--- config.mk ---
export PLATFORM = sky130hd
export DESIGN_NAME = huffman_sym_encoder
export DESIGN_NICKNAME = d
export VERILOG_FILES = /design/src/rtl/huffman_sym_encoder_pkg.sv /design/src/rtl/huffman_sym_encoder_sym_fifo.sv /design/src/rtl/huffman_sym_encoder.sv
export SDC_FILE = /design/constraint.sdc
export NUM_CORES = 1
export LEC_CHECK = 0
export ABC_AREA = 1
export CORE_ASPECT_RATIO = 1.5
export CORE_MARGIN = 8
export CORE_UTILIZATION = 35
export DETAILED_ROUTE_END_ITERATION = 10
export PLACE_DENSITY_LB_ADDON = 0.15
export SLEW_MARGIN = 25
export SYNTH_ARGS = -nofsm -noshare
export SYNTH_HDL_FRONTEND = slang
export SYNTH_SLANG_ARGS = --single-unit
--- constraint.sdc ---
create_clock -name clk -period 3.2 [get_ports clk]
set_input_delay 0.96 -clock clk [delete_from_list [all_inputs] [get_ports clk]]
set_output_delay 0.96 -clock clk [all_outputs]
set_load 0.1 [all_outputs]
--- src/rtl/huffman_sym_encoder_pkg.sv ---
// Shared constants, FSM state encoding and code table entry layout for the
// Huffman symbol encoder.
package huffman_sym_encoder_pkg;

  localparam int unsigned CODE_W  = 9;   // maximum code length in bits
  localparam int unsigned LEN_W   = 4;   // width of the length field
  localparam int unsigned NUM_SYM = 10;  // legal symbols are 0..NUM_SYM-1
  localparam int unsigned SYM_W   = 4;   // symbol / table index width

  typedef enum logic [1:0] {
    ST_IDLE = 2'd0,
    ST_SEND = 2'd1,
    ST_GAP  = 2'd2
  } state_t;

  // One code table entry: right-aligned code bits plus length.
  typedef struct packed {
    logic [CODE_W-1:0] code;
    logic [LEN_W-1:0]  len;
  } tbl_entry_t;

endpackage

--- src/rtl/huffman_sym_encoder_sym_fifo.sv ---
// Synchronous symbol FIFO; pointers carry an extra wrap bit so full and empty
// are distinguished without a separate counter.
// Ports:
//   clk, rst_n      clock, asynchronous active-low reset
//   push, wdata     write request and data (ignored when full)
//   pop             read request (ignored when empty)
//   rdata_c         head entry, valid while !empty_c
//   full_c, empty_c flags decoded from the registered pointers
module huffman_sym_encoder_sym_fifo #(
  parameter int unsigned DEPTH = 4,
  parameter int unsigned W     = 4
) (
  input  logic         clk,
  input  logic         rst_n,
  input  logic         push,
  input  logic [W-1:0] wdata,
  input  logic         pop,
  output logic [W-1:0] rdata_c,
  output logic         full_c,
  output logic         empty_c
);

  localparam int unsigned AW = $clog2(DEPTH);
  localparam int unsigned PW = AW + 1;

  logic [W-1:0]  mem [DEPTH];
  logic [PW-1:0] wr_ptr;
  logic [PW-1:0] rd_ptr;
  logic          do_push;
  logic          do_pop;

  assign empty_c = (wr_ptr == rd_ptr);
  assign full_c  = (wr_ptr[AW] != rd_ptr[AW]) && (wr_ptr[AW-1:0] == rd_ptr[AW-1:0]);
  assign do_push = push & ~full_c;
  assign do_pop  = pop & ~empty_c;
  assign rdata_c = mem[rd_ptr[AW-1:0]];

  // Pointer update
  always_ff @(posedge clk or negedge rst_n) begin
    if (!rst_n) begin
      wr_ptr <= '0;
      rd_ptr <= '0;
    end else begin
      if (do_push) wr_ptr <= wr_ptr + PW'(1);
      if (do_pop)  rd_ptr <= rd_ptr + PW'(1);
    end
  end

  // Storage; contents are don't-care while empty so no reset is needed
  always_ff @(posedge clk) begin
    if (do_push) mem[wr_ptr[AW-1:0]] <= wdata;
  end

endmodule

--- src/rtl/huffman_sym_encoder.sv ---
// Huffman symbol encoder: buffers source symbols, looks each one up in a
// programmable code table and frames one codeword at a time for the
// downstream serializer (trans_start high for exactly data_len cycles,
// followed by at least two low cycles).
// Ports:
//   clk, rst_n                         clock, asynchronous active-low reset
//   sym_valid, sym, sym_ready          symbol input handshake
//   tbl_we, tbl_addr, tbl_code, tbl_len code table write port
//   data, data_len, trans_start        framed codeword to the serializer
//   sym_err                            one-cycle pulse per dropped symbol
//   busy                               FIFO non-empty or codeword in flight
module huffman_sym_encoder
  import huffman_sym_encoder_pkg::*;
#(
  parameter int unsigned FIFO_DEPTH = 4
) (
  input  logic              clk,
  input  logic              rst_n,
  input  logic              sym_valid,
  input  logic [SYM_W-1:0]  sym,
  output logic              sym_ready,
  input  logic              tbl_we,
  input  logic [SYM_W-1:0]  tbl_addr,
  input  logic [CODE_W-1:0] tbl_code,
  input  logic [LEN_W-1:0]  tbl_len,
  output logic [CODE_W-1:0] data,
  output logic [LEN_W-1:0]  data_len,
  output logic              trans_start,
  output logic              sym_err,
  output logic              busy
);

  tbl_entry_t        tbl [NUM_SYM];
  tbl_entry_t        entry_c;
  logic              entry_ok_c;

  logic              fifo_full_c;
  logic              fifo_empty_c;
  logic [SYM_W-1:0]  head_c;
  logic              push_c;
  logic              pop_c;

  state_t            state;
  state_t            state_n;
  logic [LEN_W-1:0]  cnt;
  logic [LEN_W-1:0]  cnt_n;
  logic [CODE_W-1:0] data_n;
  logic [LEN_W-1:0]  data_len_n;
  logic              trans_start_n;
  logic              sym_err_n;

  assign sym_ready = ~fifo_full_c;
  assign push_c    = sym_valid & ~fifo_full_c;
  assign busy      = ~fifo_empty_c | (state != ST_IDLE);

  huffman_sym_encoder_sym_fifo #(
    .DEPTH (FIFO_DEPTH),
    .W     (SYM_W)
  ) u_sym_fifo (
    .clk     (clk),
    .rst_n   (rst_n),
    .push    (push_c),
    .wdata   (sym),
    .pop     (pop_c),
    .rdata_c (head_c),
    .full_c  (fifo_full_c),
    .empty_c (fifo_empty_c)
  );

  // Code table; a lookup in the write cycle reads the pre-write entry
  always_ff @(posedge clk or negedge rst_n) begin
    if (!rst_n) begin
      for (int unsigned i = 0; i < NUM_SYM; i++) tbl[i] <= '0;
    end else if (tbl_we && (tbl_addr < SYM_W'(NUM_SYM))) begin
      tbl[tbl_addr] <= '{code: tbl_code, len: tbl_len};
    end
  end

  // Head lookup; out-of-range symbols and unusable lengths are rejected
  always_comb begin
    entry_c    = '0;
    entry_ok_c = 1'b0;
    if (head_c < SYM_W'(NUM_SYM)) begin
      entry_c    = tbl[head_c];
      entry_ok_c = (entry_c.len != '0) && (entry_c.len <= LEN_W'(CODE_W));
    end
  end

  // State and output registers
  always_ff @(posedge clk or negedge rst_n) begin
    if (!rst_n) begin
      state       <= ST_IDLE;
      cnt         <= '0;
      data        <= '0;
      data_len    <= '0;
      trans_start <= 1'b0;
      sym_err     <= 1'b0;
    end else begin
      state       <= state_n;
      cnt         <= cnt_n;
      data        <= data_n;
      data_len    <= data_len_n;
      trans_start <= trans_start_n;
      sym_err     <= sym_err_n;
    end
  end

  // Next-state and output logic; data/data_len only change on a pop in IDLE
  always_comb begin
    state_n       = state;
    cnt_n         = cnt;
    data_n        = data;
    data_len_n    = data_len;
    trans_start_n = trans_start;
    sym_err_n     = 1'b0;
    pop_c         = 1'b0;
    unique case (state)
      ST_IDLE: begin
        if (!fifo_empty_c) begin
          pop_c = 1'b1;
          if (entry_ok_c) begin
            data_n        = entry_c.code;
            data_len_n    = entry_c.len;
            cnt_n         = entry_c.len;
            trans_start_n = 1'b1;
            state_n       = ST_SEND;
          end else begin
            sym_err_n = 1'b1;
          end
        end
      end
      ST_SEND: begin
        cnt_n = cnt - LEN_W'(1);
        if (cnt == LEN_W'(1)) begin
          trans_start_n = 1'b0;
          state_n       = ST_GAP;
        end
      end
      ST_GAP: begin
        state_n = ST_IDLE;
      end
      default: begin
        state_n       = ST_IDLE;
        trans_start_n = 1'b0;
      end
    endcase
  end

endmodule

run_1/floorplan.png
Scale: 2 px per µm. Pins as bars on the die edge.
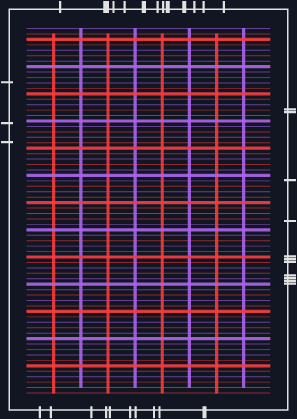
net	colour
VDD	purple
VSS	red
met1 rails	68
signal pins	42

run_1/util_map.png
Scale: 2 px per µm. 14 x 20 tiles, from black (low) to pale yellow (high), 0 to 100% covered.
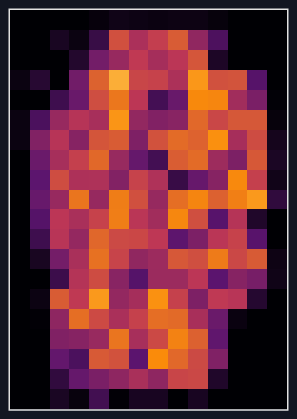
nearly empty tiles	23%
tiles over 75% full	2.5%
mean over tiles	32%
fullest tile	82%
Core ar.: 22200 µm²
Layout Utilization: 41.4%
FP Util: 35.4%

run_1/ff_map.png
Scale: 2 px per µm. Other sequential cells in the stronger grey, the rest of the logic in the fainter grey.
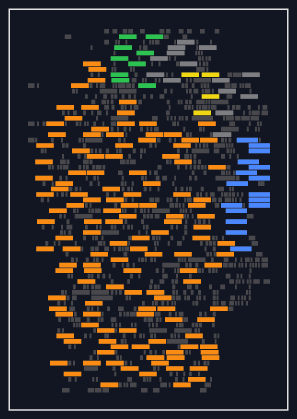
name in the netlist	colour	placed flops
`u_sym_fifo.mem`	blue	16
`data`	green	9
`cnt`	yellow	4
`tbl`	orange	130
not coloured	14

run_1/m2.png
Scale: 2 px per µm.
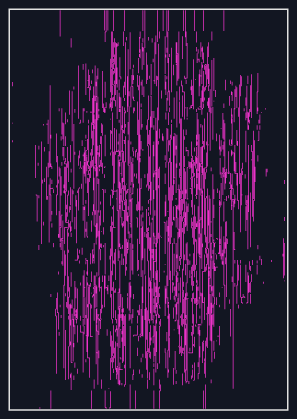
main direction	vertical
longest straight run	93.8 µm
share of all routed wire	52%
vias: 6177
final wirelength: 21700 µm
GR Util met2: 28.9%

==> flow_metrics.py, run 1 <==
# Generated from Yosys and OpenROAD reports
metrics = {
    "run_status": {
        "status": "finished clean",
    },
    "final_timing": {
        "period_used_pct": 87.6,
        "drv_slew": 0,
        "finalSetupTns_ns": 0,
        "worst_pin_slew_ns": 0.580,
    },
    "routing": {
        "initialDrtViolationCount": 421,
        "detail_route.wl_per_cell_um": 17.5,
    },
    "logic_synthesis": {
        "synthAoiAreaFrac_pct": 14.4,
        "synthTopCellsByCount": "nand2_1, o21ai_0, dfrtp_1",
        "synth.distinct_cells": 33,
        "logic_family": "simple AND/OR/NAND/NOR gates",
        "edf_count": 16,
        "synth_warnings": 0,
        "top_area_cell": "dfrtp_1",
        "syn_avg_cell_area_um2": 8.69,
        "top_area_share_pct": 49.9,
        "most_common_cell": "nand2_1",
        "ys_chip_area_um2": 7870,
    },
    "clock_network": {
        "numClockSinks": 173,
        "cts_root_buffer": "clkbuf_16",
        "htree_levels": 4,
        "clk_pin_slew_ns": 0.07,
        "clock_latency_ns": 0.44,
        "cts_max_path_buffers": 2,
        "cts_hold_buf": 0,
    },
    "critical_path": {
        "worst-path-max-fanout": 13,
        "cp-end-kind": "output port",
        "crit_chain": "xnor2_1 > nand3_1 > nor3_1 > inv_1 > buf_4",
        "start_kind": "register",
        "crit_start": "u_sym_fifo.rd_ptr[0]",
        "cp.required_ns": 2.24,
        "reg2reg_slack_ns": 0.44,
        "cp_slowest_cell": "dfrtp_2",
    },
    "place": {
        "hpwl_um": 14500,
        "gp_congestion": 0.760,
        "port_buffers": 41,
    },
    "die": {
        "die-area_um2": 27600,
        "die_x_um": 138,
    },
    "grt": {
        "grt_max_degree": 52,
        "first_global_vias": 6360,
    },
    "layout": {
        "fill_cells": 2251,
        "final_nets": 982,
    },
    "min_path": {
        "worstHoldPathType": "in2async",
    },
    "pwr": {
        "finalPower_mw": 9.71,
    },
}
run 1: per-stage QoR:
stage | setup slack, ns | hold WS [ns] | instance area [µm²] | utilization [%]
finish | 0.396 | 0.472 | 9200 | 41.4
global route | 0.0989 | 0.497 | 9200 | 41.4
CTS | 0.282 | 0.478 | 9200 | 41.4
detailed placement | 0.311 | 0.465 | 8600 | 38.7
global placement | 0.370 | 0.460 | 8600 | 38.7
floorplan | 0.691 | 0.442 | 7870 | -
run 1: registers in the layout, indices dropped and copies added, names as in the netlist:
| register | cells |
|---|---|
| tbl | 130 |
| u_sym_fifo.mem | 16 |
| data | 9 |
| cnt | 4 |
| data_len | 4 |
| u_sym_fifo.rd_ptr | 3 |
| u_sym_fifo.wr_ptr | 3 |
| state | 2 |
| sym_err | 1 |
| trans_start | 1 |
run 1: power by group:
part	switching [mW]	total [mW]	internal (mW)
Combinational	3.13	4.49	1.37
Clock	0.885	2.12	1.23
Sequential	0.334	3.10	2.77
Total	4.34	9.71	5.37
run 1: layout make-up:
class                   count  share of cell area, %
clock buffers              19                   4.71
clock inverters            13                   1.77
inverters                  45                   1.84
multi-input cells         642                   33.4
flip-flops and latches    173                   47.9
well taps                 276                   3.75
repair buffers             71                   6.60
run 1: cell families after synthesis:
kind of cell / Yosys count
AND/OR/NAND/NOR: 423
AND-OR/OR-AND: 203
flip-flops: 173
buffers and inverters: 91
XOR/XNOR: 9
adder cells (fa/ha/maj): 7
run 1: cell usage in the layout, fill, tap and decap left out, types with 17 or more instances in the layout:
cell               n
nor2_1            64
nand2_1          256
clkbuf_16         17
dfrtp_1          156
buf_4             46
nand3_1           75
o21ai_0          171
clkdlybuf4s50_1   23
inv_1             36
run 1: worst min path at each step:
stage / from / endpoint / slack, ns
3_5_place_dp: tbl[78] / tbl[78] / 0.47
3_3_place_gp: tbl[4] / tbl[4] / 0.46
4_1_cts: rst_n / tbl[57] / 0.48
2_1_floorplan: cnt[1] / cnt[1] / 0.44
6_report: rst_n / tbl[57] / 0.47
5_1_grt: rst_n / tbl[57] / 0.50
run 1: timing repair:
action | 4_1_cts | 5_1_grt
endpoints found under the hold margin | 0 | 0
setup endpoints to repair | 0 | 2
gates resized | 0 | 1
run 1: layer usage:
layer	GRT usage (%)	wire (µm)
met3	2.52	613
met4	7.23	582
met5	0	0
met2	28.9	11200
met1	19.2	9340
run 1: critical path, delay by kind of cell, from the launching register on:
kind                   cells  cell delay, ns
AND/OR/NAND/NOR            2            0.38
buffers and inverters      2            0.30
XOR/XNOR                   1            0.22
flip-flops                 1            0.49
run_1/clock_nets.png
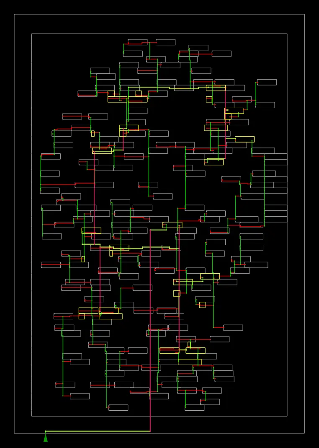

==> run 2, diff against run 1 <==
--- a/config.mk
+++ b/config.mk
@@ -7,7 +7,6 @@
 export LEC_CHECK = 0
 export ABC_AREA = 1
 export CORE_ASPECT_RATIO = 1.5
-export CORE_MARGIN = 8
 export CORE_UTILIZATION = 35
 export DETAILED_ROUTE_END_ITERATION = 10
 export PLACE_DENSITY_LB_ADDON = 0.15
run_2/clock_nets.png
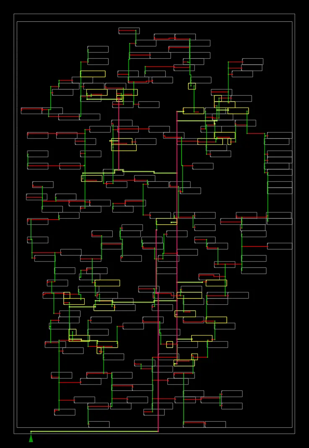
Num CTS Buffers: 17
CLK BUF: 19
clk latency late pin: 0.43 ns
clock skew: 0.00926 ns

==> run 2 against run 1 <==
- global-route usage up 3.9 points
- clock power up about 10%
- sequential power about the same
- setup slack worse by 0.060 ns
- sequential cell count unchanged
==> flow_metrics.py, run 2 <==
# Generated from Yosys and OpenROAD reports
metrics = {
    "run_status": {
        "status": "finished clean",
    },
    "critical_path": {
        "cp_slowest_cell": "dfrtp_1",
        "crit_start": "u_sym_fifo.rd_ptr[0]",
        "reg2reg_slack_ns": 0.40,
        "start_kind": "register",
        "crit_chain": "xnor2_1 > nand3_1 > nor3_1 > inv_1 > buf_4",
        "cp-end-kind": "output port",
        "cp.required_ns": 2.24,
    },
    "clock_network": {
        "ctsResizeCount": 0,
        "cts_hold_buf": 0,
        "htree_levels": 4,
        "clk_pin_slew_ns": 0.07,
        "numClockSinks": 173,
        "cts_max_path_buffers": 2,
        "cts_root_buffer": "clkbuf_16",
    },
    "logic_synthesis": {
        "top_area_share_pct": 49.9,
        "edf_count": 16,
        "syn_avg_cell_area_um2": 8.69,
        "top_area_cell": "dfrtp_1",
        "most_common_cell": "nand2_1",
        "ys_chip_area_um2": 7870,
        "logic_family": "simple AND/OR/NAND/NOR gates",
        "synthTopCellsByCount": "nand2_1, o21ai_0, dfrtp_1",
        "synth_warnings": 0,
        "synth.distinct_cells": 33,
        "synthAoiAreaFrac_pct": 14.4,
    },
    "final_timing": {
        "period_used_pct": 89.5,
    },
    "pwr": {
        "finalPower_mw": 10.0,
    },
    "layout": {
        "final_common_cell": "nand2_1",
        "fill_cells": 2186,
        "final_nets": 981,
        "top_register": "tbl",
        "finalInstanceArea_um2": 9260,
        "largest_reg_flops": 130,
    },
    "place": {
        "gp_congestion": 0.779,
        "port_buffers": 41,
        "placed_area_um2": 8590,
    },
    "grt": {
        "grt_max_degree": 69,
        "first_global_vias": 6475,
    },
    "routing": {
        "num_vias": 6243,
        "initialDrtViolationCount": 461,
        "detail_route.wl_per_cell_um": 17.5,
    },
    "die": {
        "fp.coreArea_um2": 21900,
        "fp_util_pct": 36.0,
        "die-area_um2": 23100,
    },
    "min_path": {
        "worstHoldPathType": "reg2reg",
    },
}
## run 2: critical path: cells and delay by family (launching register included)
kind | cells | cell delay (ns)
xor gates and xnor gates | 1 | 0.26
buffers and inverters | 2 | 0.30
DFF | 1 | 0.51
and+or+nand+nor | 2 | 0.38
## run 2: worst min-delay path by stage
stage / from / depth (start not counted) / endpoint
6_report: data[2] / 2 / data[2]
5_1_grt: tbl[5] / 2 / tbl[5]
4_1_cts: tbl[78] / 2 / tbl[78]
3_5_place_dp: tbl[78] / 2 / tbl[78]
3_3_place_gp: tbl[78] / 2 / tbl[78]
2_1_floorplan: cnt[1] / 2 / cnt[1]
## run 2: cell type report
class,count,area [µm²],share of cell area (%)
Clock inverter,13,211,2.28
Inverter,45,169,1.83
Timing Repair Buffer,70,599,6.48
Clock buffer,19,454,4.91
Tap cell,272,340,3.68
Sequential cell,173,4410,47.6
Multi-Input combinational cell,642,3070,33.2
## run 2: where the power goes
part           switching [mW]  leakage (nW)  internal (mW)  total (mW)
Sequential              0.326          2.16           2.77        3.09
Clock                   0.899         0.311           1.44        2.34
Combinational            3.22          1.84           1.36        4.59
## run 2: logic make-up (layout without fill, tap and decap cells)
kind of cell,Yosys count,after routing
compound gates,203,203
fa+ha+maj,7,7
xor+xnor,9,9
simple gates,423,423
buf+inv,91,147
flops,173,173
## run 2: metrics by stage
step                      util, %  hold WS (ns)  setup WS [ns]
after floorplan                 -         0.442          0.691
after global placement       39.3         0.459          0.426
after detailed placement     39.3         0.465          0.388
after CTS                    42.3         0.482          0.287
after global routing         42.3         0.500         0.0685
final                        42.3         0.481          0.337
## run 2: per-layer routing
layer  vias to the layer above  part of all wire (%)  track usage, %
li1                       3101                     -               -
met1                      3037                    44            24.1
met2                        84                    52            37.2
met3                        21                   2.4            2.76
met4                         0                   1.6            6.60
met5                         -                     0               0
No activity file was given, so power comes from the tool's default toggle rates.
